File: src/rtl/multi_blink_pkg.sv
// Shared types and helpers for the multi-channel blink generator.
package multi_blink_pkg;

    typedef enum logic [1:0] {
        MODE_OFF     = 2'd0,
        MODE_BLINK   = 2'd1,
        MODE_SOLID   = 2'd2,
        MODE_ONESHOT = 2'd3
    } mode_e;

    typedef enum logic [1:0] {
        ST_ON   = 2'd0,
        ST_OFF  = 2'd1,
        ST_DONE = 2'd2
    } state_e;

    localparam int CH_W   = 4;
    localparam int MAX_CH = 16;

    function automatic int ticks_per_ms(input int f_clk_hz);
        return f_clk_hz / 1000;
    endfunction

endpackage

File: src/rtl/multi_blink_gen_channel.sv
// One blink channel: ON/OFF/DONE FSM with an ms counter, live and pending
// timing config, and registered wave/done outputs.
module blink_channel
    import multi_blink_pkg::*;
#(
    parameter int MS_W       = 16,
    parameter int DEF_ON_MS  = 500,
    parameter int DEF_OFF_MS = 500
) (
    input  logic            clk,
    input  logic            rst_n,
    input  logic            i_tick,
    input  logic            i_sync,
    input  logic            i_we,
    input  mode_e           i_mode,
    input  logic [MS_W-1:0] i_on_ms,
    input  logic [MS_W-1:0] i_off_ms,
    output logic            o_wave,
    output logic            o_done
);

    localparam logic [MS_W-1:0] DEF_ON  = MS_W'(DEF_ON_MS);
    localparam logic [MS_W-1:0] DEF_OFF = MS_W'(DEF_OFF_MS);
    localparam logic [MS_W-1:0] ZERO    = {MS_W{1'b0}};
    localparam logic [MS_W-1:0] ONE     = MS_W'(1);

    mode_e           r_mode,     w_mode;
    state_e          r_state,    w_state;
    logic [MS_W-1:0] r_cnt,      w_cnt;
    logic [MS_W-1:0] r_on,       w_on;
    logic [MS_W-1:0] r_off,      w_off;
    logic [MS_W-1:0] r_pend_on,  w_pend_on;
    logic [MS_W-1:0] r_pend_off, w_pend_off;
    logic            r_wave,     w_wave;
    logic            r_done,     w_done;
    logic            w_restart;
    logic            w_on_end;
    logic            w_off_end;

    // Zero-length phases end on the first tick so the counter never wraps.
    assign w_on_end  = (r_on  == ZERO) || (r_cnt == r_on  - ONE);
    assign w_off_end = (r_off == ZERO) || (r_cnt == r_off - ONE);

    // Next-state logic: config capture, restart, and tick-driven phase steps.
    always_comb begin
        w_mode     = r_mode;
        w_state    = r_state;
        w_cnt      = r_cnt;
        w_on       = r_on;
        w_off      = r_off;
        w_pend_on  = r_pend_on;
        w_pend_off = r_pend_off;
        w_restart  = 1'b0;
        if (i_we) begin
            w_mode     = i_mode;
            w_pend_on  = i_on_ms;
            w_pend_off = i_off_ms;
            w_restart  = (i_mode != r_mode) || (i_mode == MODE_ONESHOT);
        end else begin
            w_restart  = 1'b0;
        end
        if (w_restart || i_sync) begin
            w_state = ST_ON;
            w_cnt   = ZERO;
            w_on    = w_pend_on;
            w_off   = w_pend_off;
        end else if ((r_mode == MODE_OFF) || (r_mode == MODE_SOLID)) begin
            w_state = ST_ON;
            w_cnt   = ZERO;
        end else if (i_tick) begin
            case (r_state)
                ST_ON: begin
                    if (w_on_end) begin
                        w_state = (r_mode == MODE_ONESHOT) ? ST_DONE : ST_OFF;
                        w_cnt   = ZERO;
                    end else begin
                        w_cnt   = r_cnt + ONE;
                    end
                end
                ST_OFF: begin
                    // Pending timing lands only here, so no phase is cut short.
                    if (w_off_end) begin
                        w_state = ST_ON;
                        w_cnt   = ZERO;
                        w_on    = w_pend_on;
                        w_off   = w_pend_off;
                    end else begin
                        w_cnt   = r_cnt + ONE;
                    end
                end
                ST_DONE: begin
                    w_state = ST_DONE;
                    w_cnt   = ZERO;
                end
                default: begin
                    w_state = ST_ON;
                    w_cnt   = ZERO;
                end
            endcase
        end else begin
            w_state = r_state;
            w_cnt   = r_cnt;
        end
    end

    // Output decode from the current registered state and mode.
    always_comb begin
        w_wave = 1'b0;
        w_done = 1'b0;
        case (r_mode)
            MODE_OFF:     w_wave = 1'b0;
            MODE_SOLID:   w_wave = 1'b1;
            MODE_BLINK:   w_wave = (r_on != ZERO) && ((r_state == ST_ON) || (r_off == ZERO));
            MODE_ONESHOT: begin
                w_wave = (r_on != ZERO) && (r_state == ST_ON);
                w_done = (r_state == ST_DONE);
            end
            default:      w_wave = 1'b0;
        endcase
    end

    // State, config and output registers.
    always_ff @(posedge clk) begin
        if (!rst_n) begin
            r_mode     <= MODE_BLINK;
            r_state    <= ST_ON;
            r_cnt      <= ZERO;
            r_on       <= DEF_ON;
            r_off      <= DEF_OFF;
            r_pend_on  <= DEF_ON;
            r_pend_off <= DEF_OFF;
            r_wave     <= 1'b0;
            r_done     <= 1'b0;
        end else begin
            r_mode     <= w_mode;
            r_state    <= w_state;
            r_cnt      <= w_cnt;
            r_on       <= w_on;
            r_off      <= w_off;
            r_pend_on  <= w_pend_on;
            r_pend_off <= w_pend_off;
            r_wave     <= w_wave;
            r_done     <= w_done;
        end
    end

    assign o_wave = r_wave;
    assign o_done = r_done;

endmodule

File: src/rtl/multi_blink_gen.sv
// N-channel blink generator: shared ms prescaler, config write decode,
// per-channel blink FSMs and output fanout.
module multi_blink_gen
    import multi_blink_pkg::*;
#(
    parameter int F_CLK_HZ   = 25_000_000,
    parameter int N_CH       = 3,
    parameter int FANOUT     = 3,
    parameter int MS_W       = 16,
    parameter int DEF_ON_MS  = 500,
    parameter int DEF_OFF_MS = 500
) (
    input  logic                   clk,
    input  logic                   rst_n,
    input  logic                   sync,
    input  logic                   cfg_we,
    input  logic [CH_W-1:0]        cfg_ch,
    input  logic [1:0]             cfg_mode,
    input  logic [MS_W-1:0]        cfg_on_ms,
    input  logic [MS_W-1:0]        cfg_off_ms,
    output logic [N_CH-1:0]        wave,
    output logic [N_CH*FANOUT-1:0] q,
    output logic [N_CH-1:0]        done,
    output logic                   ms_tick
);

    localparam int TICKS_PER_MS = ticks_per_ms(F_CLK_HZ);
    localparam int PW = (TICKS_PER_MS > 1) ? $clog2(TICKS_PER_MS) : 1;
    localparam logic [PW-1:0] PRESC_LAST = PW'(TICKS_PER_MS - 1);
    localparam logic [PW-1:0] PRESC_ONE  = PW'(1);
    localparam logic [CH_W:0] N_CH_L     = (CH_W + 1)'(N_CH);

    if ((F_CLK_HZ < 1000) || ((F_CLK_HZ % 1000) != 0)) begin : g_bad_fclk
        $error("multi_blink_gen: F_CLK_HZ must be a multiple of 1000 and >= 1000");
    end
    if ((N_CH < 1) || (N_CH > MAX_CH)) begin : g_bad_nch
        $error("multi_blink_gen: N_CH must be within 1..16");
    end
    if (FANOUT < 1) begin : g_bad_fanout
        $error("multi_blink_gen: FANOUT must be at least 1");
    end

    logic [PW-1:0] r_presc;
    logic [PW-1:0] w_presc;
    logic          r_tick;
    logic          w_ch_valid;
    mode_e         w_mode;

    // Prescaler next value; sync realigns it to the start of a ms.
    always_comb begin
        if (sync) begin
            w_presc = {PW{1'b0}};
        end else if (r_presc == PRESC_LAST) begin
            w_presc = {PW{1'b0}};
        end else begin
            w_presc = r_presc + PRESC_ONE;
        end
    end

    // The tick flop is loaded from the next count so it lines up with count==last.
    always_ff @(posedge clk) begin
        if (!rst_n) begin
            r_presc <= {PW{1'b0}};
            r_tick  <= 1'b0;
        end else begin
            r_presc <= w_presc;
            r_tick  <= (w_presc == PRESC_LAST);
        end
    end

    assign ms_tick    = r_tick;
    assign w_ch_valid = ({1'b0, cfg_ch} < N_CH_L);
    assign w_mode     = mode_e'(cfg_mode);

    for (genvar c = 0; c < N_CH; c++) begin : g_ch
        logic w_we;

        assign w_we = cfg_we && w_ch_valid && (cfg_ch == CH_W'(c));

        blink_channel #(
            .MS_W       (MS_W),
            .DEF_ON_MS  (DEF_ON_MS),
            .DEF_OFF_MS (DEF_OFF_MS)
        ) u_ch (
            .clk      (clk),
            .rst_n    (rst_n),
            .i_tick   (r_tick),
            .i_sync   (sync),
            .i_we     (w_we),
            .i_mode   (w_mode),
            .i_on_ms  (cfg_on_ms),
            .i_off_ms (cfg_off_ms),
            .o_wave   (wave[c]),
            .o_done   (done[c])
        );

        assign q[c*FANOUT +: FANOUT] = {FANOUT{wave[c]}};
    end

endmodule

File: config.mk
export PLATFORM = sky130hd
export DESIGN_NAME = multi_blink_gen
export DESIGN_NICKNAME = d
export VERILOG_FILES = /design/src/rtl/multi_blink_pkg.sv /design/src/rtl/multi_blink_gen_channel.sv /design/src/rtl/multi_blink_gen.sv
export SDC_FILE = /design/constraint.sdc
export NUM_CORES = 1
export LEC_CHECK = 0
export ABC_AREA = 1
export CAP_MARGIN = 0
export CORE_UTILIZATION = 62
export DETAILED_ROUTE_END_ITERATION = 8
export GPL_TIMING_DRIVEN = 0
export PLACE_DENSITY = 0.79
export SLEW_MARGIN = 40
export SYNTH_ARGS = -nofsm -noshare
export SYNTH_HDL_FRONTEND = slang
export SYNTH_SLANG_ARGS = --single-unit
File: constraint.sdc
create_clock -name clk -period 2.5 [get_ports clk]
set_input_delay 0.5 -clock clk [delete_from_list [all_inputs] [get_ports clk]]
set_output_delay 0.5 -clock clk [all_outputs]
set_load 0.01 [all_outputs]
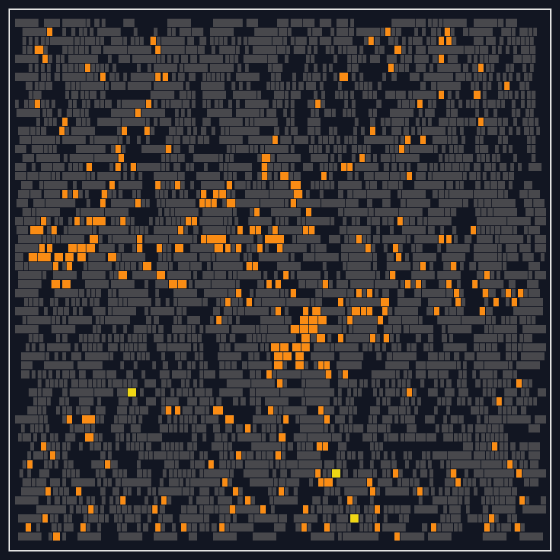
run_1/gates.png
[aoi and oai cells] orange | cells: 265 | most used: o21ai_0 | where: spread over the die
[non-inverting ao/oa cells] yellow | cells: 3 | most used: a21o_1

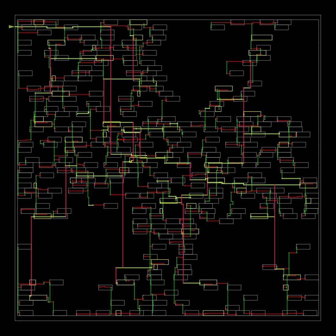
run_1/clock_nets.png
CTS buffer count: 29
Clk. pwr: 4.53 mW
Worst Skew: 0.01517 ns
FF+latch count: 274
clk ins delay skew pair: 0.58 ns

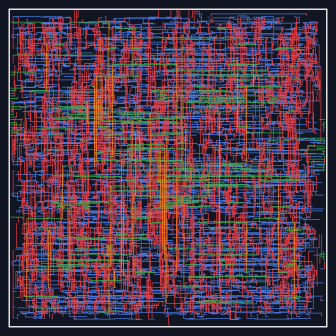
run_1/layers.png
[M4] orange | wire length: 1660 µm
[M3] green | wire length: 4130 µm
[M1] blue | wire length: 21.3 mm
[M2] red | wire length: 21.6 mm

==> run 1: per-layer routing <==
layer / share of wire (%) / track usage [%]
met5: 0 / 0
met1: 44 / 49.43
met2: 44 / 56.17
met3: 8.5 / 4.966
met4: 3.4 / 13.21
==> run 1: worst max path at each step <==
stage                     cells after the start  slack, ns                endpoint
final                                        10       0.05  g_ch[1].u_ch.r_off[13]
after global routing                         15      -0.02  g_ch[0].u_ch.r_off[11]
after CTS                                    12      -0.02    g_ch[0].u_ch.r_on[1]
after detailed placement                     10      -0.67  g_ch[1].u_ch.r_cnt[13]
after global placement                       12      -1.01    g_ch[0].u_ch.r_on[0]
after floorplan                              14       0.43   g_ch[2].u_ch.r_off[0]
==> run 1: timing repair <==
action / in CTS / in global routing
pin swaps: 0 / 7
buffers inserted: 0 / 3
gates cloned: 0 / 0
endpoints found under the setup margin: 123 / 146
resized: 21 / 82
==> run 1: where the power goes <==
group	switching [mW]	internal (mW)
registers	0.176	4.51
logic	0.780	0.485
clock network	1.90	2.63
==> run 1: critical path, cell delays in order <==
cell and delay [ns]:
clkdlybuf4s50_1 0.55, nand2_1 0.08, nand3_1 0.14, inv_1 0.07, nand2_1 0.21, inv_1 0.22, clkbuf_2 0.23, o21ai_0 0.59
a21boi_0 0.26, nor2_1 0.06
==> run 1: Yosys cell counts (15+ instances only) <==
master	number	area, µm²
o21ai_0	122	610.6
or2_2	41	256.5
nand2_1	586	2200
dfxtp_1	274	5485
buf_4	20	150.1
a21boi_1	21	157.7
nor2_1	364	1366
nand4_1	47	294.0
nand3_1	248	1241
nor3_1	24	120.1
xor2_1	78	683.2
buf_2	23	115.1
inv_1	260	975.9
a21boi_0	21	157.7
nand3b_1	19	142.6
a21oi_1	70	350.3
xnor2_1	46	402.9
clkbuf_1	67	251.5
ha_1	16	200.2
mux2i_1	15	150.1
==> run 1: cells by family after synthesis <==
family                     count (synthesis)
xor gates and xnor gates                 124
muxes                                     15
adders and majority gates                 16
and+or+nand+nor                         1381
DFF                                      274
AOI/OAI and AO/OA                        268
buffers and inverters                    390
==> run 1: layout make-up <==
cell class | count | area [µm²] | share of cell area [%]
multi-input combinational | 1804 | 9213 | 50.24
sequential | 274 | 5494 | 29.96
inverter | 264 | 991.0 | 5.404
clock buffer | 42 | 864.6 | 4.715
buffer | 124 | 649.4 | 3.541
timing repair buffer | 57 | 563.0 | 3.071
tap | 330 | 412.9 | 2.252
clock inverter | 12 | 143.9 | 0.7847
antenna | 2 | 5.005 | 0.02729
==> run 1: registers in the layout (all words and copies together) (netlist names) <==
register and flops:
g_ch.u_ch.r_state 6, g_ch.u_ch.o_done 3, r_presc 15, g_ch.u_ch.r_off 48, g_ch.u_ch.r_cnt 48, ms_tick 1, g_ch.u_ch.r_mode 6, g_ch.u_ch.r_pend_off 48
g_ch.u_ch.r_pend_on 48, g_ch.u_ch.o_wave 3, g_ch.u_ch.r_on 48
==> GITHUB_STEP_SUMMARY, run 1 <==
## PnR job results

| Metric | Value |
|---|---|
| Status | `finished, final reports clean` |
| Hold path cells | `3` |
| Chip Height | `between 150 and 200 µm` |
| Via count | `16310` |
| Initial antenna violation count | `2` |
| Number of global-route vias before repair | `approximately 14000` |
| Final max-slew violation count | `0` |
| Critical Path Start | `cfg_ch[0]` |
| Fin area | `around 18000 µm²` |
| Ys flops | `274` |
| Post-Place Cells | `2852` |
| Util after Layout | `between 70 and 80%` |
| Hold Slack | `just over 0.4 ns` |
| First-pass GRT wire length | `between 70000 and 80000 µm` |
| # nets final | `2612` |
| Total Wirelength | `roughly 49000 µm` |
| Starting Density | `63.45%` |
| Hold EP | `g_ch[1].u_ch.r_mode[0]` |
| Die footprint | `between 20000 and 30000 µm²` |
| Syn nets | `~2500` |
| Pre-CTS setup slack | `-0.6665 ns` |
| Async S/R FF share, synth | `0%` |
| Reg2reg setup slack | `~0.11 ns` |
| FMAX | `between 400 and 500 MHz` |
| Ao+oa area frac | `approximately a tenth` |
| Reg-to-Reg End | `g_ch[0].u_ch.r_cnt[11]` |
| RSZ-0062 raised after global routing | `true` |
| Die Wd | `163.0 µm` |
| Vias per std cell | `~5.6` |
| Critical path required time | `2.97 ns` |
| 1st-pass router iterations | `8` |
| Power consumption | `10.48 mW` |
| Placeable Area | `between 20000 and 30000 µm²` |
| Normalized max-slew margin | `slightly below 40%` |
| Synthesized instance count | `around 2500` |
| Largest net degree at the start of global routing | `16` |
| Syn Area/Cell | `between 6 and 7 µm²` |
| Routed Antenna Nets | `0` |
| Detail Placement HPWL | `between 30000 and 40000 µm` |
| Cts-stage hold buffer count | `0` |
| Mux share | `less than 1%` |
| Cell Area, Placed | `~17000 µm²` |
| R2r worst-path depth | `6` |
| # fillers | `around 2200` |
| Iter 0 DRT Violations | `roughly 1600` |
| Drt drc | `0` |
| Fin. Hold Viols | `0` |
| Routability Congestion | `0.9784` |
| Worst-path clk slew | `roughly 0.070 ns` |
| Setup WS post-layout | `about 0.053 ns` |
| Area reported by Yosys stat | `16070 µm²` |
| Max-cap violations | `0` |
| Post-Route Setup TNS | `0 ns` |
| TritonCTS clock tree | `done` |
| Clock root buffer | `clkbuf_16` |
| Buffers added on ports | `around 54` |
| WS Path Type | `in -> reg` |
| XOR Share, Synth | `approximately 6.8%` |
| Ys Warns | `0` |
| Log Warnings | `34` |
| H-tree depth | `1` |
| Most frequent cells in the layout | `nand2_1, nor2_1, dfxtp_1, inv_1, nand3_1` |
| Synth cell types | `49` |
| Site Rows | `slightly below 60` |
| Simple share | `a little under two fifths` |
| Clk buf depth | `3` |
| Non-Filler Instances | `approximately 2900` |
| CTS sink count | `roughly 270` |
| Synth Cell Area | `16070 µm²` |
| Worst-Margin Slew | `about 0.9 ns` |
| Synth logic family | `simple AND/OR/NAND/NOR gates` |
| Setup crit end kind | `flip-flop` |
| Minimum clock period | `approximately 2.4 ns` |
| LEAKAGE | `~8.4 nW` |
| Total GRT Usage | `around 36%` |
| Worst VDD drop | `about 0.6 mV` |
| CP max FO | `10` |
| Ports | `between 50 and 60` |
| Hold Startpoint | `cfg_mode[0]` |
| Area Growth Syn to Fin | `14.11%` |
| CP Launch Type | `input pin` |
| Commonest Layout Cell | `nand2_1` |
| Final Cycle Share | `between 90 and 100%` |
| Dominant flop cell | `dfxtp_1` |
| Layout cells sized above 1 | `approximately 9.3%` |
| Finish-stage setup viols | `0` |
| Total grt overflow | `0` |
run_1/port_trees.png
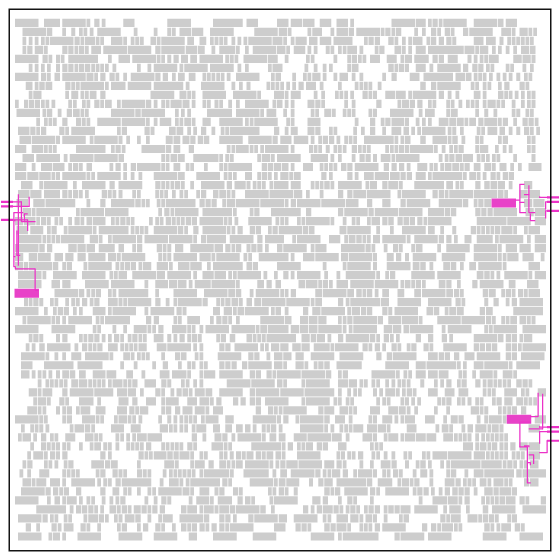

==> run 2: changes to the inputs <==
Settings changed: SLEW_MARGIN 40 to 10.
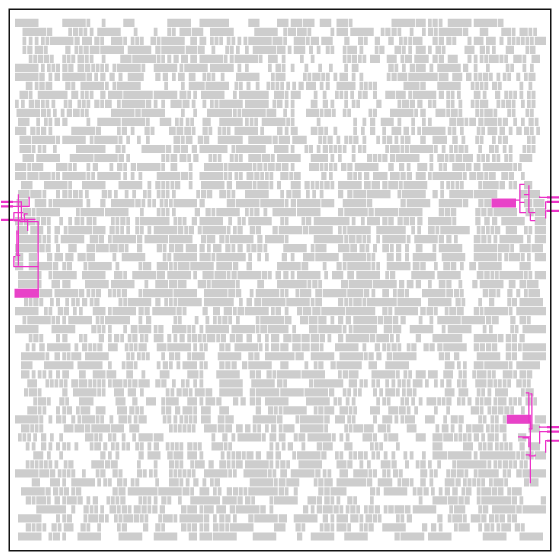
run_2/port_trees.png
[`q`] magenta | bits: 9 | direction: output | edge: 6 east, 3 west | end cells: 3 | buffers: 18 | wire: 209 µm
buffers added on ports: 54
Ports: 58

==> GITHUB_STEP_SUMMARY, run 2 <==
## PnR job results

| Metric | Value |
|---|---|
| Status | `finished, violations left` |
| Failing checks | `negative setup slack` |
| Clk ins delay skew pair | `0.58 ns (about the same)` |
| Critical path required time | `2.97 ns (about the same)` |
| Chip Height | `163.0 µm (unchanged)` |
| Total Wirelength | `48600 µm (-0.12%)` |
| Routability Congestion | `0.9784 (unchanged)` |
| Mux share | `0.9344% (unchanged)` |
| Setup WS post-layout | `-0.001773 ns (-0.05430 ns)` |
| Synth logic family | `simple AND/OR/NAND/NOR gates` |
| Logic cell area | `9196 µm² (-0.18%)` |
| Internal power | `7.569 mW (-0.73%)` |
| Area Growth Syn to Fin | `13.88%` |
| Finish-stage setup viols | `1 (+1)` |
| Util after Layout | `72.25% (-0.15 points)` |
| H-tree depth | `1 (unchanged)` |
| Total GRT Usage | `35.29% (-0.38 points)` |
| Syn nets | `2526 (unchanged)` |
| Ao+oa area frac | `9.344% (unchanged)` |
| Most frequent cells after synthesis | `nand2_1, nor2_1, dfxtp_1, inv_1, nand3_1` |
| Setup crit end kind | `flip-flop` |
| # fillers | `2203 (+0.55%)` |
| Drt drc | `0 (unchanged)` |
| Starting Density | `63.45% (unchanged)` |
| Placeable Area | `25330 µm² (unchanged)` |
| Iter 0 DRT Violations | `1580 (-2.4%)` |
| Max-cap violations | `0 (unchanged)` |
| Syn Area/Cell | `6.511 µm² (unchanged)` |
| Log Warnings | `34 (unchanged)` |
| Synth cell types | `49 (unchanged)` |
| Most frequent cells in the layout | `nand2_1, nor2_1, dfxtp_1, inv_1, nand3_1` |
| Total grt overflow | `0 (unchanged)` |
| Number of global-route vias before repair | `14200 (-1.4%)` |
| First-pass GRT wire length | `73910 µm (-0.75%)` |
| Largest net degree at the start of global routing | `16 (unchanged)` |
| Fin. Hold Viols | `0 (unchanged)` |
| LEAKAGE | `8.362 nW (about the same)` |
| Yosys top cell by instances | `nand2_1` |
| Initial antenna violation count | `2 (unchanged)` |
| Post-Route Setup TNS | `-0.001773 ns (-0.001773 ns)` |
| WS Path Type | `in -> reg` |
| FMAX | `399.7 MHz (-2.2%)` |
| Final max-slew violation count | `0 (unchanged)` |
| Switch share | `26.99% (-0.28 points)` |
| Register share of total power | `45.3% (+0.6 points)` |
| Dominant flop cell | `dfxtp_1` |
| Final Cycle Share | `100.1% (+2.2 points)` |
| Die footprint | `26570 µm² (unchanged)` |
| 1st-pass router iterations | `6 (-2)` |
| Minimum clock period | `2.502 ns (+0.05430 ns)` |
| Power consumption | `10.37 mW (-1.1%)` |
| Synth Cell Area | `16070 µm² (unchanged)` |
| Psw | `2.798 mW (-2.1%)` |
| CTS buffer count | `29 (unchanged)` |
| CP max FO | `10 (unchanged)` |
| Yosys top cell area share | `34.14% (unchanged)` |
| Worst-Margin Slew | `0.8875 ns (-0.01675 ns)` |
| Register area | `5495 µm² (about the same)` |
| TritonCTS clock tree | `done` |
| Post-synth area hogs | `dfxtp_1, nand2_1, nor2_1, nand3_1, inv_1` |
| Worst-path clk slew | `0.07 ns (about the same)` |
| RSZ-0062 raised after global routing | `true` |
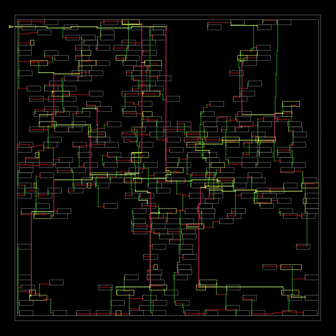
run_2/clock_nets.png
Clk. pwr: 4.40 mW
CTS sink count: 274
Worst Skew: 0.02281 ns
clock buf count: 40

[run 2: area by class of cell]
class	instances	area share, %
multi-input cells	1805	50.26
flip-flops and latches	274	30.03
inverters	264	5.429
clock buffers	40	4.629
plain buffers	124	3.562
repair buffers	59	3.159
well taps	330	2.256
clock inverters	10	0.6632
diodes	1	0.01368
[run 2: final timing paths]
path	from	end	slack, ns	cells past startpoint
setup / recovery	cfg_ch[0]	g_ch[1].u_ch.r_off[11]	-0.002	10
hold / removal	cfg_mode[0]	g_ch[1].u_ch.r_mode[0]	0.40	3
setup reg to reg	g_ch[2].u_ch.r_off[0]	g_ch[2].u_ch.r_off[15]	0.06	14
hold reg to reg	r_presc[0]	r_presc[0]	0.47	1
[run 2: per-layer routing]
layer  up-vias  GRT usage [%]  part of all wire [%]
met5         -              0                     0
met4         0          11.51                   3.0
met3        89          4.507                   8.6
met2       673          55.76                    44
met1      7579          49.59                    44
li1       8015              -                     -
[run 2: power by group through the flow]
stage | Combinational [mW] | Sequential (mW) | Clock (mW)
floorplan | 0.850 | 4.71 | 0
global placement | 1.16 | 4.77 | 0
detailed placement | 1.19 | 4.77 | 0
CTS | 1.21 | 4.68 | 4.42
global route | 1.40 | 4.70 | 4.60
finish | 1.27 | 4.69 | 4.40
[run 2: through the flow]
stage / area, µm² / setup WS, ns / hold WS, ns
after floorplan: 16070 / 0.4294 / 0.4298
after global placement: 17020 / -1.007 / 0.4536
after detailed placement: 17020 / -1.001 / 0.4636
after CTS: 18060 / -0.06169 / 0.3787
after global routing: 18300 / -0.04334 / 0.4160
final: 18300 / -0.001773 / 0.3982
[run 2: cells by family (layout without fill, tap and decap cells)]
logic type                 after synthesis  count (layout)
other                                    0               1
xor gates and xnor gates               124             124
AOI/OAI and AO/OA                      268             268
adders and majority gates               16              16
muxes                                   15              15
buffers and inverters                  390             497
DFF                                    274             274
and+or+nand+nor                       1381            1382
[run 2: what timing repair did]
item	4_1_cts	5_1_grt
hold buffers	0	0
resized	29	74
buffers inserted	0	5
pin swaps	1	6
setup endpoints to repair	147	145
hold endpoints to repair	0	0
gates cloned	0	1
[run 2: critical path, stage by stage]
cell,delay [ns]
clkdlybuf4s50_1,0.56
nand2_1,0.08
nand3_1,0.15
inv_1,0.08
nand2_1,0.25
inv_1,0.24
clkbuf_2,0.24
o21ai_0,0.52
a21boi_1,0.28
nor2_1,0.07
No activity file was given, so power comes from the tool's default toggle rates.
